run_1/closeup.png
Scale bar: 10 um. Window x 16 to 56, y 1 to 41 um. Cells in gray, sequential cells in the stronger gray; small squares are vias.
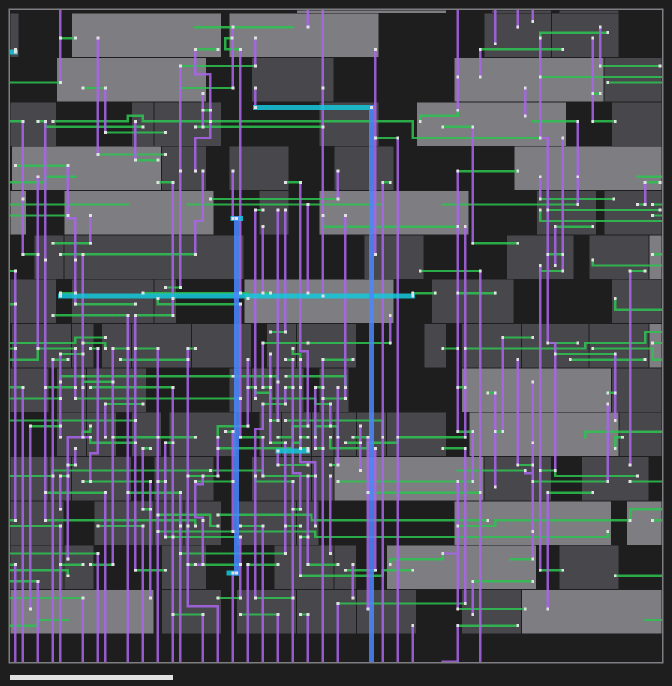
run_1/congestion_map.png
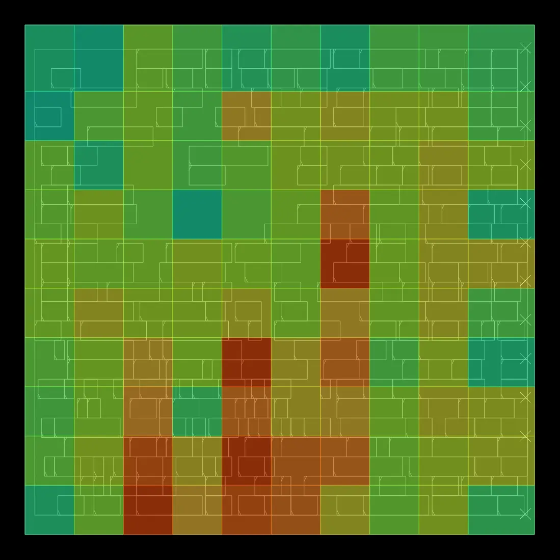
run_1/sizing.png
Scale bar: 20 um.
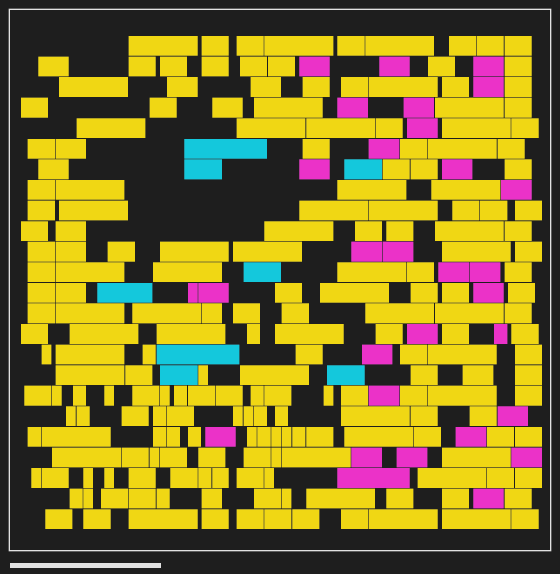
run_1/m2.png
Scale bar: 20 um. Cells faint in the background.
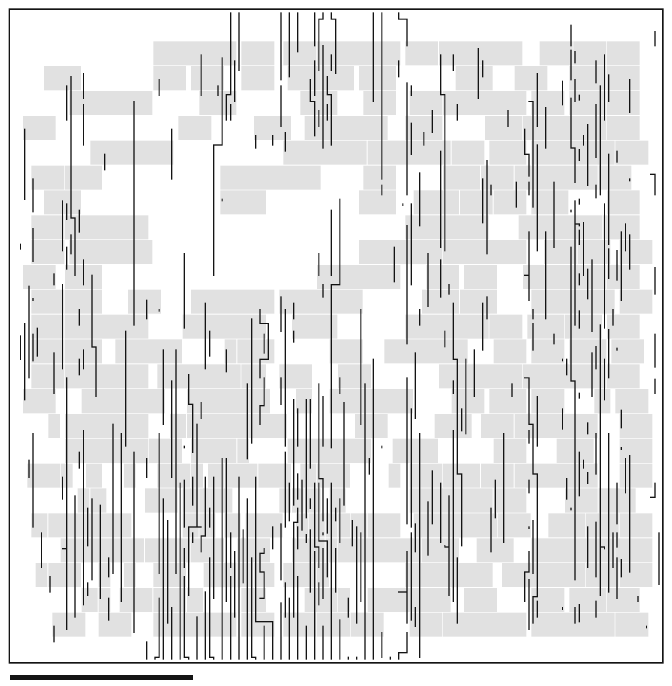
==> src/rtl/charmatrix_pkg.sv <==
// Shared types and widths for the character-matrix glyph path.
// Requester ids index req/gnt bit positions.
package charmatrix_pkg;

   localparam int unsigned GLYPH_W = 35;
   localparam int unsigned CODE_W  = 8;

   localparam logic REQ_DISPLAY = 1'b0;
   localparam logic REQ_SERIAL  = 1'b1;

   typedef enum logic [1:0] {
      IDLE  = 2'd0,
      FETCH = 2'd1,
      RESP  = 2'd2
   } arb_state_e;

endpackage

==> src/rtl/rr_arb2.sv <==
// Two-way round-robin pick: a lone request wins outright.
// When both ports request, the port not served last wins.
module rr_arb2
   import charmatrix_pkg::*;
(
   input  logic [1:0] req,
   input  logic       last,
   output logic       winner,
   output logic       any_req
);

   always_comb begin
      any_req = req[REQ_DISPLAY] | req[REQ_SERIAL];
      if (req[REQ_DISPLAY] && req[REQ_SERIAL]) begin
         winner = ~last;
      end else begin
         winner = req[REQ_SERIAL];
      end
   end

endmodule

==> src/rtl/glyph_fetch_arb.sv <==
// Arbitrates the shared glyph ROM between the display scanner and the serial engine.
// The cycle is IDLE -> FETCH (gnt, registered ROM address) -> RESP (rvalid, tagged rdata).
module glyph_fetch_arb
   import charmatrix_pkg::*;
#(
   parameter int unsigned DATA_WIDTH = GLYPH_W,
   parameter int unsigned ADDR_WIDTH = CODE_W
) (
   input  logic                  clk,
   input  logic                  rst,
   input  logic [1:0]            req,
   input  logic [ADDR_WIDTH-1:0] addr0,
   input  logic [ADDR_WIDTH-1:0] addr1,
   output logic [1:0]            gnt,
   output logic                  rvalid,
   output logic                  rid,
   output logic [DATA_WIDTH-1:0] rdata,
   output logic                  busy,
   output logic [ADDR_WIDTH-1:0] rom_addr,
   input  logic [DATA_WIDTH-1:0] rom_data
);

   arb_state_e            state_q, state_d;
   logic [1:0]            gnt_q, gnt_d;
   logic                  rvalid_q, rvalid_d;
   logic                  rid_q, rid_d;
   logic [DATA_WIDTH-1:0] rdata_q, rdata_d;
   logic                  busy_q, busy_d;
   logic [ADDR_WIDTH-1:0] rom_addr_q, rom_addr_d;
   logic                  owner_q, owner_d;
   logic                  last_q, last_d;
   logic                  winner;
   logic                  any_req;

   rr_arb2 u_rr_arb2 (
      .req     (req),
      .last    (last_q),
      .winner  (winner),
      .any_req (any_req)
   );

   always_comb begin
      state_d    = state_q;
      gnt_d      = 2'b00;
      rvalid_d   = 1'b0;
      rid_d      = rid_q;
      rdata_d    = rdata_q;
      busy_d     = busy_q;
      rom_addr_d = rom_addr_q;
      owner_d    = owner_q;
      last_d     = last_q;
      unique case (state_q)
         IDLE, RESP: begin
            // RESP arbitrates like IDLE so back-to-back fetches skip the idle cycle.
            if (any_req) begin
               state_d    = FETCH;
               gnt_d      = 2'b01 << winner;
               rom_addr_d = winner ? addr1 : addr0;
               owner_d    = winner;
               last_d     = winner;
               busy_d     = 1'b1;
            end else begin
               state_d = IDLE;
               busy_d  = 1'b0;
            end
         end
         FETCH: begin
            state_d  = RESP;
            rdata_d  = rom_data;
            rid_d    = owner_q;
            rvalid_d = 1'b1;
            busy_d   = 1'b1;
         end
         default: begin
            state_d = IDLE;
            busy_d  = 1'b0;
         end
      endcase
   end

   always_ff @(posedge clk or posedge rst) begin
      if (rst) begin
         state_q    <= IDLE;
         gnt_q      <= 2'b00;
         rvalid_q   <= 1'b0;
         rid_q      <= 1'b0;
         rdata_q    <= '0;
         busy_q     <= 1'b0;
         rom_addr_q <= '0;
         owner_q    <= 1'b0;
         last_q     <= 1'b1;
      end else begin
         state_q    <= state_d;
         gnt_q      <= gnt_d;
         rvalid_q   <= rvalid_d;
         rid_q      <= rid_d;
         rdata_q    <= rdata_d;
         busy_q     <= busy_d;
         rom_addr_q <= rom_addr_d;
         owner_q    <= owner_d;
         last_q     <= last_d;
      end
   end

   assign gnt      = gnt_q;
   assign rvalid   = rvalid_q;
   assign rid      = rid_q;
   assign rdata    = rdata_q;
   assign busy     = busy_q;
   assign rom_addr = rom_addr_q;

endmodule

==> config.mk <==
export PLATFORM = sky130hd
export DESIGN_NAME = glyph_fetch_arb
export DESIGN_NICKNAME = d
export VERILOG_FILES = /design/src/rtl/charmatrix_pkg.sv /design/src/rtl/rr_arb2.sv /design/src/rtl/glyph_fetch_arb.sv
export SDC_FILE = /design/constraint.sdc
export NUM_CORES = 1
export LEC_CHECK = 0
export CAP_MARGIN = 15
export CORE_UTILIZATION = 42
export DETAILED_ROUTE_END_ITERATION = 12
export HOLD_SLACK_MARGIN = 0.05
export PLACE_DENSITY = 0.86
export RECOVER_POWER = 100
export SKIP_LAST_GASP = 1
export SLEW_MARGIN = 30
export SYNTH_ARGS = -nofsm -noshare
export SYNTH_HDL_FRONTEND = slang
export SYNTH_SLANG_ARGS = --single-unit
export TNS_END_PERCENT = 1
==> constraint.sdc <==
create_clock -name clk -period 4.2 [get_ports clk]
set_input_delay 0.84 -clock clk [delete_from_list [all_inputs] [get_ports clk]]
set_output_delay 0.84 -clock clk [all_outputs]
set_load 0.01 [all_outputs]
==> results_dict.tcl, run 1 <==
# implementation run metrics
set metrics [dict create \
    cp.arrival_ns 2.83 \
    postLayoutCoreUtil_pct 69.58 \
    slew_headroom_pct -44.03 \
    viasPerCell 4.939 \
    hp-class "flop to flop" \
    final_common_cell "clkdlybuf4s50_1" \
    grt_pass1_vias 1474 \
    avgSynthCellArea_sq_um 14.76 \
    violations "design-rule violations, max-capacitance violations, max-slew violations" \
    lay_top_cells "clkdlybuf4s50_1 (52), dfrtp_1 (50), dlygate4sd3_1 (50)" \
    fp_util_pct 44.89 \
    path_buffers 2 \
    cts_tree "done" \
    syn_nets 192 \
    powerDensity_nw_per_um2 497.4 \
    drt-total-wl_um 4458 \
    antenna_cells 0 \
    crit_path_max_fanout 12 \
    finalMaxSlewViolations 52 \
    crit_chain "dlygate4sd3_1 -> o21bai_1 -> clkinv_1 -> nor2_1 -> a21oi_1" \
    numCtsBuffers 5 \
    power_uw 1559 \
    ys_cells 137 \
    worstSetupStartpoint "req[1]" \
    post-route-min-period_ns 2.654 \
    ctsHoldBuffers 0 \
    maxCapViolCount 1 \
    cts.sinks 51 \
    ys_area_sq_um 2022 \
    drcViolationCount 12 \
    port_buffers 102 \
    area_growth_pct 55.01 \
    top_cell_area_share_pct 61.88 \
    end_kind "flop" \
    critPathMaxStageDelay_ns 0.67 \
    fin_crit_sh_pct 63.18 \
    die_area_sq_um 5096 \
    clk_latency_ns 0.29 \
    fp.dieW_um 71.39 \
    whs_path_depth 1 \
    synth_cells 137 \
    r2r_slack_ns 2.56 \
    path_clk_slew_ns 0.09 \
    vias 1452 \
    status "finished, violations left" \
    ctsResizeCount 0 \
    drt_iter0_markers 59 \
    setup_viol 0 \
    cp_num_cells 5 \
    rows 24 \
    rsz0062_at_grt "no" \
    fp.coreArea_sq_um 4504 \
    place_hpwl_um 3362 \
    ant_nets 0 \
    htreeDepth 2 \
    required_ns 4.37 \
    r2r-end "rom_addr[1]" \
    hold_start "rdata[5]" \
    synth_flops 51 \
    log.warning_count 26 \
    tns_ns 0 \
    gr-total-overflow 0 \
    grt_pass1_wl_um 7003 \
    hold_viol 0 \
    reg2regPathDepth 4 \
    syn-cell-area_sq_um 2022 \
    worst_ir_drop_vdd_mv 0.2417 \
    top_cells_by_area "dfrtp_1 (62%), mux2_2 (14%), mux2_4 (7.4%), a21oi_1 (4.2%), buf_12 (3.0%)" \
    min_to "rdata[5]" \
    ios 103 \
    fin_nets 296 \
    fmax_mhz 376.8 \
    grt_max_degree 52 \
    cp_top_family "buffers and inverters" \
    criticalPathCategory "input pin to flop" \
    reg2reg_from "state_q[0]" \
    stdcell_count 294 \
    clockBufferDepth 2 \
    tightest_slew_ns 2.149 \
    top_area_cell "dfrtp_1" \
    place_inst 286 \
    gp_congestion 0.8023 \
    endpoint "rom_addr[1]" \
    p_leak_uw 0.001319 \
    drive_above_1_share_pct 15.70 \
    die_h_um 71.39 \
]
Back to the opening pictures, closeup.png:
legend:
  M1:
    color: green
  M4:
    color: blue
  M2:
    color: purple
  M3:
    color: cyan
cells with their middle in the window: 96
netlist names of flops here include: rdata (6), rom_addr (4), gnt (2)
sequential cells in the window: 17
most frequent: clkdlybuf4s50_1 (19), dfrtp_1 (16), dlygate4sd3_1 (16)

Back to the opening pictures, congestion_map.png:
met1 usage: 21.58%
met2 Track Usage GR: 31.01%
post-DR wirelength/cell: 15.16 um
global router's overall resource usage: 18.20%

Back to the opening pictures, sizing.png:
legend:
  x6 and larger:
    color: cyan
    cells: 8
    most_used: clkbuf_8
  x1 and smaller:
    color: yellow
    cells: 204
    most_used: clkdlybuf4s50_1
  x2:
    color: magenta
    cells: 30
    most_used: mux2_2

Back to the opening pictures, m2.png:
main direction: vertical
longest straight run: 32.8 um

run 1: through the flow:
stage,setup WS [ns],hold WS [ns],instance area (sq um)
after floorplan,2.132,0.4438,2022
after global placement,1.475,0.4724,3038
after detailed placement,1.346,0.4924,3040
after CTS,1.654,0.4988,3173
after global routing,1.285,0.5142,3134
final,1.546,0.4861,3134
run 1: cell usage after synthesis, drive strengths merged:
master / n
a21bo: 1
a21boi: 1
a21o: 1
a21oi: 17
a31oi: 1
buf: 5
clkinv: 1
dfrtp: 50
dfstp: 1
inv: 2
mux2: 36
nand2: 8
nor2: 11
o21ai: 1
o21bai: 1
run 1: flip-flops by register name, summed over array words and instances (netlist names):
register,count
gnt,2
state_q,1
busy,1
owner_q,1
rdata,35
rid,1
last_q,1
rom_addr,8
rvalid,1
run 1: power breakdown:
part	total (uW)	switching [uW]	internal (uW)
clock	389	151	238
combinational	494	202	292
sequential	676	59.3	617
total	1560	412	1150
run 1: cell type report:
class | count | area (sq um)
fillers | 337 | 1370
flip-flops and latches | 51 | 1277
repair buffers | 102 | 1021
multi-input cells | 78 | 625.6
clock buffers | 6 | 72.57
well taps | 52 | 65.06
clock inverters | 2 | 60.06
inverters | 3 | 12.51
run 1: layer usage:
layer | vias to the layer above | track usage [%] | routed length, um
met5 | - | 0 | 0
met4 | 0 | 6.889 | 56
met2 | 74 | 31.01 | 2149
met3 | 4 | 5.767 | 407
li1 | 689 | - | -
met1 | 685 | 21.58 | 1844
run 1: cell families after synthesis:
group | share of synthesized area (%)
buffers and inverters | 4.022
AND-OR/OR-AND | 6.560
flip-flops | 63.18
AND/OR/NAND/NOR | 4.332
multiplexers | 21.91
run_1/m1.png
Scale bar: 20 um. Supply wires on this layer in gray. Cells faint in the background.
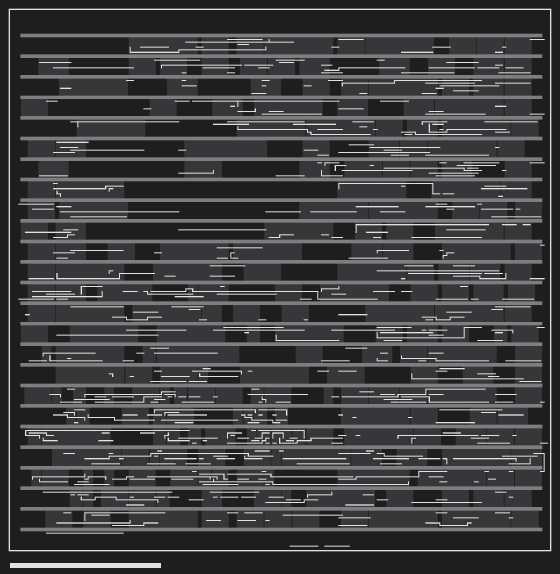

--- run 2 (diff from run 1) ---
Settings changed: CORE_UTILIZATION 42 to 36, PLACE_DENSITY 0.86 to 0.78.
Clock period 4.2 ns to 2.2 ns, I/O delays scaled along.
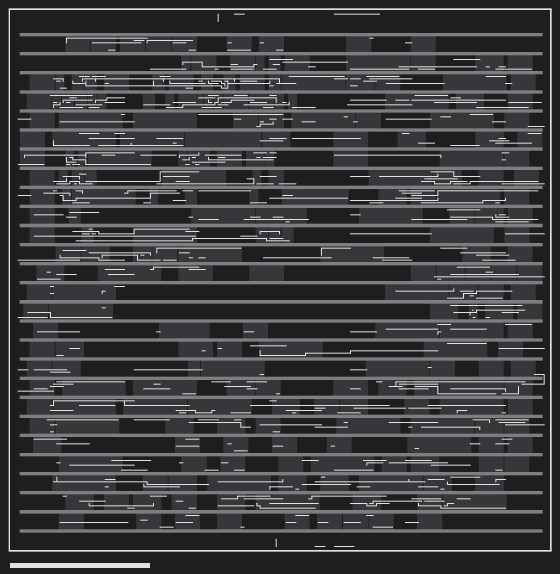
run_2/m1.png
Scale bar: 20 um. Supply wires on this layer in gray. Cells faint in the background.
main direction: horizontal
share of all routed wire: 44%

==> run 2 against run 1 <==
Against the previous run:
- the flow now finishes without violations
- synthesized area stayed put
- die size is 16% higher
- clock power is 69% higher
- global-route usage is 3.6 points lower
- non-clock buffer count is 3 higher
- sequential power is 91% higher
- synthesized cell count stayed put
- cell count is 7.1% higher
- total power is 85% higher
- final area is 1.1% higher
- critical endpoint is now rvalid
- register-to-register slack worse by 2.2 ns
- critical path type is now flop to output port
- count of clock-buffer cells in the layout stayed put
- highest routed layer unchanged
==> results_dict.tcl, run 2 <==
# implementation run metrics
set metrics [dict create \
    status "finished clean" \
    required_ns 1.76 \
    clockBufferDepth 2 \
    slew_headroom_pct 37.51 \
    drt-total-wl_um 4238 \
    place_hpwl_um 3064 \
    ctsHoldBuffers 0 \
    synth_flops 51 \
    finalMaxSlewViolations 0 \
    path_buffers 1 \
    wl_per_cell_um 13.45 \
    power_clock_uw 657 \
    cts.sinks 51 \
    port_buffers 102 \
    hold_start "rdata[2]" \
    cp.arrival_ns 1.41 \
    area_growth_pct 56.75 \
    regArea_sq_um 1277 \
    powerDensity_nw_per_um2 910.6 \
    syn_nets 192 \
    post-route-min-period_ns 1.854 \
    end_kind "output port" \
    cts_tree "done" \
    log.warning_count 26 \
    fp_util_pct 38.37 \
    grt_pass1_vias 1401 \
    stdcell_area_sq_um 3169 \
    crit_chain "dlygate4sd3_1" \
    async_flop_share_pct 100.0 \
    path_clk_slew_ns 0.08 \
    synth_cells 137 \
    powerSeq_uw 1290 \
    most_common_cell "dfrtp_1" \
    top_cell_area_share_pct 61.88 \
    top_layer "met4" \
    power.group.top "registers" \
    p_comb_share_pct 32.5 \
    largest_reg_flops 35 \
    rsz0062_at_grt "no" \
    p_comb_uw 938 \
]
run 2: cell types whose count changed in the layout (fill, tap and decap cells not counted):
cell | previous run | this run
buf_12 | 0 | 1
bufinv_16 | 2 | 1
clkbuf_2 | 0 | 1
clkbuf_8 | 5 | 6
clkinv_2 | 0 | 1
clkinvlp_2 | 1 | 0
inv_1 | 0 | 1
run 2: logic make-up after synthesis:
group,after synthesis,share of synthesized area [%]
buf+inv,8,4.022
compound gates,23,6.560
flops,51,63.18
simple gates,19,4.332
mux,36,21.91
run 2: area by class of cell:
type                       instances  area share (%)
multi-input combinational         78           19.74
inverter                           3          0.3553
tap                               70           2.764
clock buffer                       6           2.606
timing repair buffer             105           33.12
clock inverter                     2           1.105
sequential                        51           40.31
run 2: stage by stage:
step / worst slack (ns) / util [%] / instances / power [uW] / hold slack, ns
finish: 0.3460 / 60.14 / 315 / 2886 / 0.4828
global route: 0.2404 / 60.14 / 315 / 3058 / 0.5140
CTS: 0.3799 / 61.21 / 315 / 3087 / 0.4850
detailed placement: 0.4236 / 58.97 / 307 / 2419 / 0.4619
global placement: 0.5240 / 58.97 / 307 / 2396 / 0.4651
floorplan: 0.5321 / - / 137 / 1809 / 0.4438
run 2: how the worst max path moves through the flow:
stage          startpoint           to  slack, ns  cells past startpoint
2_1_floorplan         rst         busy       0.53                      1
3_3_place_gp       req[1]  rom_addr[5]       0.52                      4
3_5_place_dp       req[1]  rom_addr[0]       0.42                      4
4_1_cts            rvalid       rvalid       0.38                      1
5_1_grt            rvalid    rdata[14]       0.24                      3
6_report           rvalid       rvalid       0.35                      1
run 2: metal layers:
| metal | global-route usage, % | vias up |
|---|---|---|
| li1 | - | 685 |
| met1 | 18.07 | 705 |
| met2 | 24.82 | 60 |
| met3 | 3.452 | 5 |
| met4 | 5.192 | 0 |
| met5 | 0 | - |
No activity file was given, so power comes from the tool's default toggle rates.
